**config.mk**
```make
export PLATFORM = sky130hd
export DESIGN_NAME = soc_bus_initiator_flat
export DESIGN_NICKNAME = d
export VERILOG_FILES = /design/src/rtl/soc_bus_initiator_if.sv /design/src/rtl/soc_bus_initiator.sv /design/src/flat_wrapper.sv
export SDC_FILE = /design/constraint.sdc
export NUM_CORES = 1
export LEC_CHECK = 0
export ABC_AREA = 1
export ABC_CLOCK_PERIOD_IN_PS = 1500
export CAP_MARGIN = 20
export CORE_ASPECT_RATIO = 0.75
export CORE_MARGIN = 5
export CORE_UTILIZATION = 35
export DETAILED_ROUTE_END_ITERATION = 8
export PLACE_DENSITY = 0.73
export SYNTH_ARGS = -nofsm -noshare
export SYNTH_HDL_FRONTEND = slang
export SYNTH_SLANG_ARGS = --single-unit
```
**constraint.sdc**
```tcl
create_clock -name clk -period 1.5 [get_ports clk]
set_input_delay 0.375 -clock clk [delete_from_list [all_inputs] [get_ports clk]]
set_output_delay 0.375 -clock clk [all_outputs]
set_load 0.1 [all_outputs]
```
**src/rtl/soc_bus_initiator_if.sv**
```systemverilog
// SoC memory bus between one initiator (master) and one responder (slave).
// The initiator drives the request fields; the responder returns valid/read_data.
interface soc_bus_initiator_if;
  localparam int unsigned ADDR_W = 32;
  localparam int unsigned DATA_W = 32;
  localparam int unsigned BE_W   = 4;

  logic              req;
  logic [ADDR_W-1:0] addr;
  logic              write_en;
  logic [DATA_W-1:0] write_data;
  logic [BE_W-1:0]   byte_en;
  logic              valid;
  logic [DATA_W-1:0] read_data;

  modport master (
    output req, addr, write_en, write_data, byte_en,
    input  valid, read_data
  );

  modport slave (
    input  req, addr, write_en, write_data, byte_en,
    output valid, read_data
  );
endinterface

```
**src/rtl/soc_bus_initiator.sv**
```systemverilog
// Single-outstanding bus initiator: takes one command, holds it on the bus until
// the responder answers or a timeout expires, then presents one response.
module soc_bus_initiator #(
  parameter int unsigned TIMEOUT = 255
) (
  input  logic                      clk,
  input  logic                      res,
  soc_bus_initiator_if.master       bus,
  input  logic                      cmd_valid,
  output logic                      cmd_ready,
  input  logic [31:0]               cmd_addr,
  input  logic                      cmd_write,
  input  logic [31:0]               cmd_wdata,
  input  logic [3:0]                cmd_byte_en,
  output logic                      rsp_valid,
  input  logic                      rsp_ready,
  output logic [31:0]               rsp_data,
  output logic                      rsp_err,
  output logic                      busy
);

  localparam int unsigned ADDR_W  = 32;
  localparam int unsigned DATA_W  = 32;
  localparam int unsigned BE_W    = 4;
  localparam int unsigned CNT_W   = (TIMEOUT < 1) ? 1 : $clog2(TIMEOUT + 1);
  localparam int unsigned TO_LAST = (TIMEOUT == 0) ? 0 : TIMEOUT - 1;
  localparam logic [CNT_W-1:0] CNT_LAST = CNT_W'(TO_LAST);
  localparam logic [CNT_W-1:0] CNT_MAX  = '1;

  typedef enum logic [1:0] {
    ST_IDLE = 2'd0,
    ST_REQ  = 2'd1,
    ST_RESP = 2'd2
  } state_t;

  typedef struct packed {
    logic [ADDR_W-1:0] addr;
    logic              write;
    logic [DATA_W-1:0] wdata;
    logic [BE_W-1:0]   byte_en;
  } cmd_t;

  state_t            state_q, state_d;
  logic [CNT_W-1:0]  cnt_q, cnt_d;
  cmd_t              cmd_q, cmd_d;
  logic [DATA_W-1:0] rsp_data_d;
  logic              rsp_err_d;
  logic              req_d;

  // Next-state, latched command and response capture
  always_comb begin
    state_d    = state_q;
    cnt_d      = cnt_q;
    cmd_d      = cmd_q;
    rsp_data_d = rsp_data;
    rsp_err_d  = rsp_err;
    case (state_q)
      ST_IDLE: begin
        if (cmd_valid) begin
          cmd_d.addr    = cmd_addr;
          cmd_d.write   = cmd_write;
          cmd_d.wdata   = cmd_wdata;
          cmd_d.byte_en = cmd_byte_en;
          cnt_d         = '0;
          state_d       = ST_REQ;
        end
      end
      ST_REQ: begin
        // A response in the final allowed cycle beats the timeout
        if (bus.valid) begin
          rsp_data_d = cmd_q.write ? '0 : bus.read_data;
          rsp_err_d  = 1'b0;
          state_d    = ST_RESP;
        end else if ((TIMEOUT != 0) && (cnt_q == CNT_LAST)) begin
          rsp_data_d = '0;
          rsp_err_d  = 1'b1;
          state_d    = ST_RESP;
        end else if (cnt_q != CNT_MAX) begin
          cnt_d = cnt_q + CNT_W'(1);
        end
      end
      ST_RESP: begin
        if (rsp_ready) begin
          state_d = ST_IDLE;
        end
      end
      default: state_d = ST_IDLE;
    endcase
    req_d = (state_d == ST_REQ);
  end

  // State plus registered outputs, all derived from the next state
  always_ff @(posedge clk or negedge res) begin
    if (!res) begin
      state_q        <= ST_IDLE;
      cnt_q          <= '0;
      cmd_q          <= '0;
      rsp_data       <= '0;
      rsp_err        <= 1'b0;
      rsp_valid      <= 1'b0;
      cmd_ready      <= 1'b1;
      busy           <= 1'b0;
      bus.req        <= 1'b0;
      bus.addr       <= '0;
      bus.write_en   <= 1'b0;
      bus.write_data <= '0;
      bus.byte_en    <= '0;
    end else begin
      state_q        <= state_d;
      cnt_q          <= cnt_d;
      cmd_q          <= cmd_d;
      rsp_data       <= rsp_data_d;
      rsp_err        <= rsp_err_d;
      rsp_valid      <= (state_d == ST_RESP);
      cmd_ready      <= (state_d == ST_IDLE);
      busy           <= (state_d != ST_IDLE);
      bus.req        <= req_d;
      bus.addr       <= req_d ? cmd_d.addr    : '0;
      bus.write_en   <= req_d ? cmd_d.write   : 1'b0;
      bus.write_data <= req_d ? cmd_d.wdata   : '0;
      bus.byte_en    <= req_d ? cmd_d.byte_en : '0;
    end
  end

endmodule

```
**src/flat_wrapper.sv**
```systemverilog
// flat-port wrapper written by rule: the top's interface ports become plain ports
module soc_bus_initiator_flat 
#(
  parameter int unsigned TIMEOUT = 255
)
  (clk, res, cmd_valid, cmd_ready, cmd_addr, cmd_write, cmd_wdata, cmd_byte_en, rsp_valid, rsp_ready, rsp_data, rsp_err, busy, bus_req, bus_addr, bus_write_en, bus_write_data, bus_byte_en, bus_valid, bus_read_data);
  soc_bus_initiator_if bus_i ();
  input  logic clk;
  input  logic res;
  input  logic cmd_valid;
  output logic cmd_ready;
  input  logic [31:0] cmd_addr;
  input  logic cmd_write;
  input  logic [31:0] cmd_wdata;
  input  logic [3:0] cmd_byte_en;
  output logic rsp_valid;
  input  logic rsp_ready;
  output logic [31:0] rsp_data;
  output logic rsp_err;
  output logic busy;
  output wire logic [$bits(bus_i.req)-1:0] bus_req;
  output wire logic [$bits(bus_i.addr)-1:0] bus_addr;
  output wire logic [$bits(bus_i.write_en)-1:0] bus_write_en;
  output wire logic [$bits(bus_i.write_data)-1:0] bus_write_data;
  output wire logic [$bits(bus_i.byte_en)-1:0] bus_byte_en;
  input wire logic [$bits(bus_i.valid)-1:0] bus_valid;
  input wire logic [$bits(bus_i.read_data)-1:0] bus_read_data;
  assign bus_req = bus_i.req;
  assign bus_addr = bus_i.addr;
  assign bus_write_en = bus_i.write_en;
  assign bus_write_data = bus_i.write_data;
  assign bus_byte_en = bus_i.byte_en;
  assign bus_i.valid = bus_valid;
  assign bus_i.read_data = bus_read_data;
  soc_bus_initiator #(.TIMEOUT(TIMEOUT)) u_core (.clk(clk), .res(res), .bus(bus_i), .cmd_valid(cmd_valid), .cmd_ready(cmd_ready), .cmd_addr(cmd_addr), .cmd_write(cmd_write), .cmd_wdata(cmd_wdata), .cmd_byte_en(cmd_byte_en), .rsp_valid(rsp_valid), .rsp_ready(rsp_ready), .rsp_data(rsp_data), .rsp_err(rsp_err), .busy(busy));
endmodule
```
### Clock network drawn from the DEF

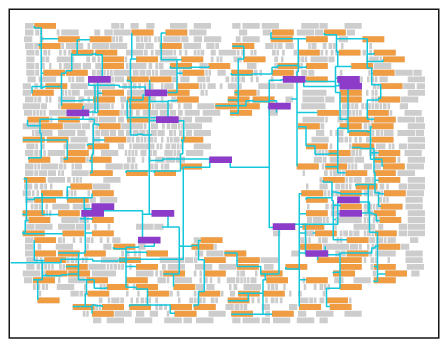
- clock wires: cyan (length 2290 µm)
- flip-flops: orange (count 185)
- clock drivers: purple (count 17)
- routed clock nets: 18

### Placed cells, one color a class

Scale bar: 50 µm.
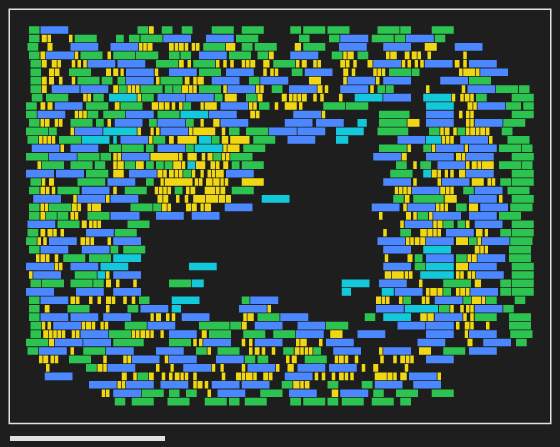
- clock drivers and dummy loads: cyan (cells 32; share of their area 5.3%)
- combinational and other logic: yellow (cells 525; share of their area 21%)
- sequential cells: blue (cells 185; share of their area 39%)
- remaining buffers and delay cells: green (cells 274; share of their area 34%)

### The clock network

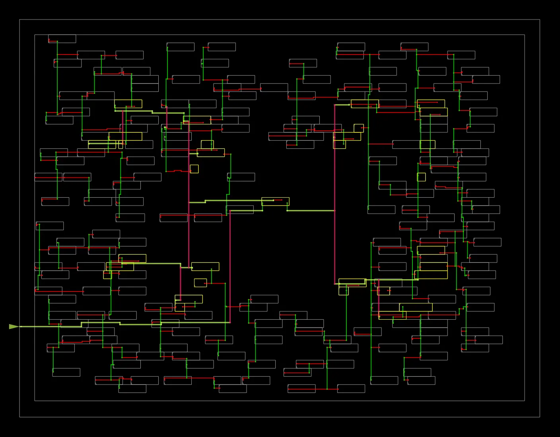
flip-flops: 185

### Signal wires on met1

Supply wires on this layer in gray. Cells faint in the background.
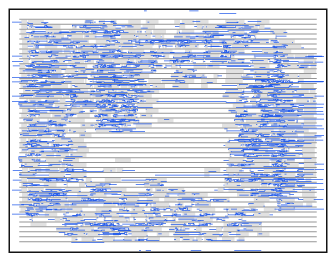
- share of all routed wire: 42%
- main direction: horizontal
DRT Wirelength: 19.6 mm
via count: 5620
met1 Use GR: 20.5%

cell type report:
type,count,area [µm²],area share [%]
sequential,185,4630,38.4
timing repair buffer,274,4000,33.1
multi-input combinational,374,1920,15.9
inverter,151,567,4.70
clock buffer,19,443,3.67
tap,258,323,2.68
clock inverter,13,184,1.52
routing by layer:
| metal | vias to the layer above | global-route usage, % |
|---|---|---|
| li1 | 2732 | - |
| met1 | 2691 | 20.5 |
| met2 | 175 | 26.5 |
| met3 | 22 | 7.11 |
| met4 | 0 | 3.96 |
| met5 | - | 0 |
cell usage after synthesis:
cell	count
a21oi_1	1
buf_1	1
buf_2	17
buf_4	2
buf_6	9
clkbuf_1	3
dfrtp_1	184
dfstp_2	1
ha_1	2
inv_1	148
inv_2	3
nand2_1	157
nand2_2	5
nand2_4	3
nand3_1	43
nand3_2	1
nand3b_1	1
nand4_1	1
nor2_1	75
nor2_2	2
o21ai_0	57
o21ai_1	21
o21bai_1	2
or2_2	1
xor2_1	1
worst min-delay path by stage:
stage,from,cells after the start,to
floorplan,res,0,u_core.bus.addr[0]
global placement,res,1,u_core.bus.addr[10]
detailed placement,res,1,u_core.bus.addr[10]
CTS,res,2,u_core.bus.addr[10]
global route,res,2,u_core.bus.addr[18]
finish,res,2,u_core.bus.addr[10]
per-stage QoR:
stage          TNS (ps)
2_1_floorplan         0
3_3_place_gp     -27290
3_5_place_dp     -32010
4_1_cts           -88.3
5_1_grt          -10200
6_report          -3190
state kept, by name, indices dropped and copies added (netlist names):
name / count
u_core.busy: 1
u_core.cmd_q: 69
u_core.cnt_q: 8
u_core.rsp_valid: 1
u_core.bus.req: 1
u_core.cmd_ready: 1
u_core.state_q: 2
u_core.bus.write_en: 1
u_core.rsp_err: 1
u_core.rsp_data: 32
u_core.bus.byte_en: 4
u_core.bus.addr: 32
u_core.bus.write_data: 32
critical path, stage by stage (launching register included):
cell	delay [ps]
dfrtp_1	400
inv_2	100
ha_4	150
nand3_4	80
inv_2	80
nand2_2	60
nand2_4	80
nand2_4	70
nand2_8	70
buf_12	160
clkbuf_16	170
nor2_1	50
logic make-up (layout without fill, tap and decap cells):
group                      Yosys count  after routing  share of synthesized area, %
and+or+nand+nor                    289            290                          16.9
xor gates and xnor gates             1              1                         0.124
AOI/OAI and AO/OA                   81             81                          5.82
adders and majority gates            2              2                         0.355
DFF                                185            185                          65.7
buffers and inverters              183            457                          11.1
repair_timing:
item | 4_1_cts | 5_1_grt
gates cloned | 5 | 6
setup endpoints to repair | 64 | 124
hold buffers | 1 | 0
hold endpoints to repair | 34 | 0
resized | 15 | 78
buffers inserted | 9 | 2
pin swaps | 1 | 3
==> impl_metrics.env <==
# source this file to load flow results
export IMPL_synth_cell_types=25
export IMPL_critPathArrivalTime_ps=1880
export IMPL_ys_ff=185
export IMPL_syn_num_nets=849
export IMPL_fillers=1556
export IMPL_gp_congestion=0.751
export IMPL_viasPerCell=4.41
export IMPL_yosys_area_top_type="dfrtp_1"
export IMPL_skew_ps=8.33
export IMPL_io_pins=212
export IMPL_drc=0
export IMPL_worst_pin_slew_ps=435
export IMPL_drt_iter0_drc=453
export IMPL_fin_crit_ps=1570
export IMPL_ant_nets=0
export IMPL_setup_viol=91
export IMPL_cts_tree="done"
export IMPL_drive_gt1_share_pct=26.3
export IMPL_fin_crit_sh_pct=105
export IMPL_regToRegSetupSlack_ps=-70
export IMPL_grt_pass1_wl_mm=30.1
export IMPL_rsz0062_at_grt="true"
export IMPL_grt_pass1_vias=5697
export IMPL_topCellsByArea="dfrtp_1, nand2_1, inv_1, o21ai_0, nor2_1"
export IMPL_grt_ovfl_total=0
export IMPL_status="complete, but fails checks"
export IMPL_ys_warnings_count=0
export IMPL_tool_warnings=29
export IMPL_top_area_share_pct=65.3
export IMPL_die_y_um=133
export IMPL_drt_met1_wl_mm=8.21
export IMPL_grt_total_usage_pct=16.4
export IMPL_cts_buffer_depth=2
export IMPL_syn_area_um2=7050
export IMPL_die_x_um=174
export IMPL_finalHoldViolations=0
export IMPL_syn2layout_area_growth_pct=71.0
export IMPL_reg2reg_to="u_core.bus.addr[19]"
export IMPL_dp_hpwl_mm=12.8
export IMPL_violations="setup timing"
export IMPL_cp_startpoint="u_core.cnt_q[0]"
export IMPL_dr_wl_met3_mm=1.72
export IMPL_critical_path_startpoint_type="flip-flop"
export IMPL_clock_latency_ps=420
export IMPL_fin_nets=1111
export IMPL_holdWs_ps=446
export IMPL_grt_max_degree=57
export IMPL_fp_util_pct=35.2
export IMPL_final_critical_path_setup_slack_ps=-74.5
export IMPL_utilization_pct=60.2
export IMPL_dp_slack_ps=-351
export IMPL_maxCapViolCount=0
export IMPL_crit_end="u_core.bus.addr[19]"
export IMPL_clock_fmax_mhz=635
export IMPL_slew_headroom_pct=70.7
export IMPL_num_antenna_cells=0
export IMPL_antenna_found_initial=0
export IMPL_postSynthSeqShare_pct=65.7
export IMPL_layout_top_cell="dfrtp_1"
export IMPL_instances_no_fill=1274
export IMPL_wl_per_cell_um=15.4
export IMPL_cts_made_buffers=17
export IMPL_h_tree_depth=4
export IMPL_root_buffer="clkbuf_16"
export IMPL_avgSynthCellArea_um2=9.52
export IMPL_critPathKind="flip-flop to flip-flop"
export IMPL_yosys_stat_cells=741
export IMPL_rows=45
export IMPL_topRoutingLayerUsed="met4"
export IMPL_coreArea_um2=20000
export IMPL_synth_chip_area_um2=7050
export IMPL_clk_pin_slew_ps=70
export IMPL_fin_area_um2=12100
export IMPL_firstDrtPassIters=4
export IMPL_cp_required_ps=1810
export IMPL_lay_top_cells="dfrtp_1, nand2_1, inv_1, buf_12, clkdlybuf4s50_1"
export IMPL_r2r_start="u_core.cnt_q[0]"
export IMPL_cts_sinks=185
export IMPL_post_place_cells=1219
export IMPL_numPortBuffers=211
export IMPL_r2r_cells=11
export IMPL_netlist_instances=741
export IMPL_routed_wl_met2_mm=9.45
export IMPL_crit_path_end_kind="flip-flop"
export IMPL_cp_max_fo=7
export IMPL_die_area_um2=23100
export IMPL_place_area_um2=10800
export IMPL_min_path_type="input port to async pin"
export IMPL_maxSlewViolCount=0
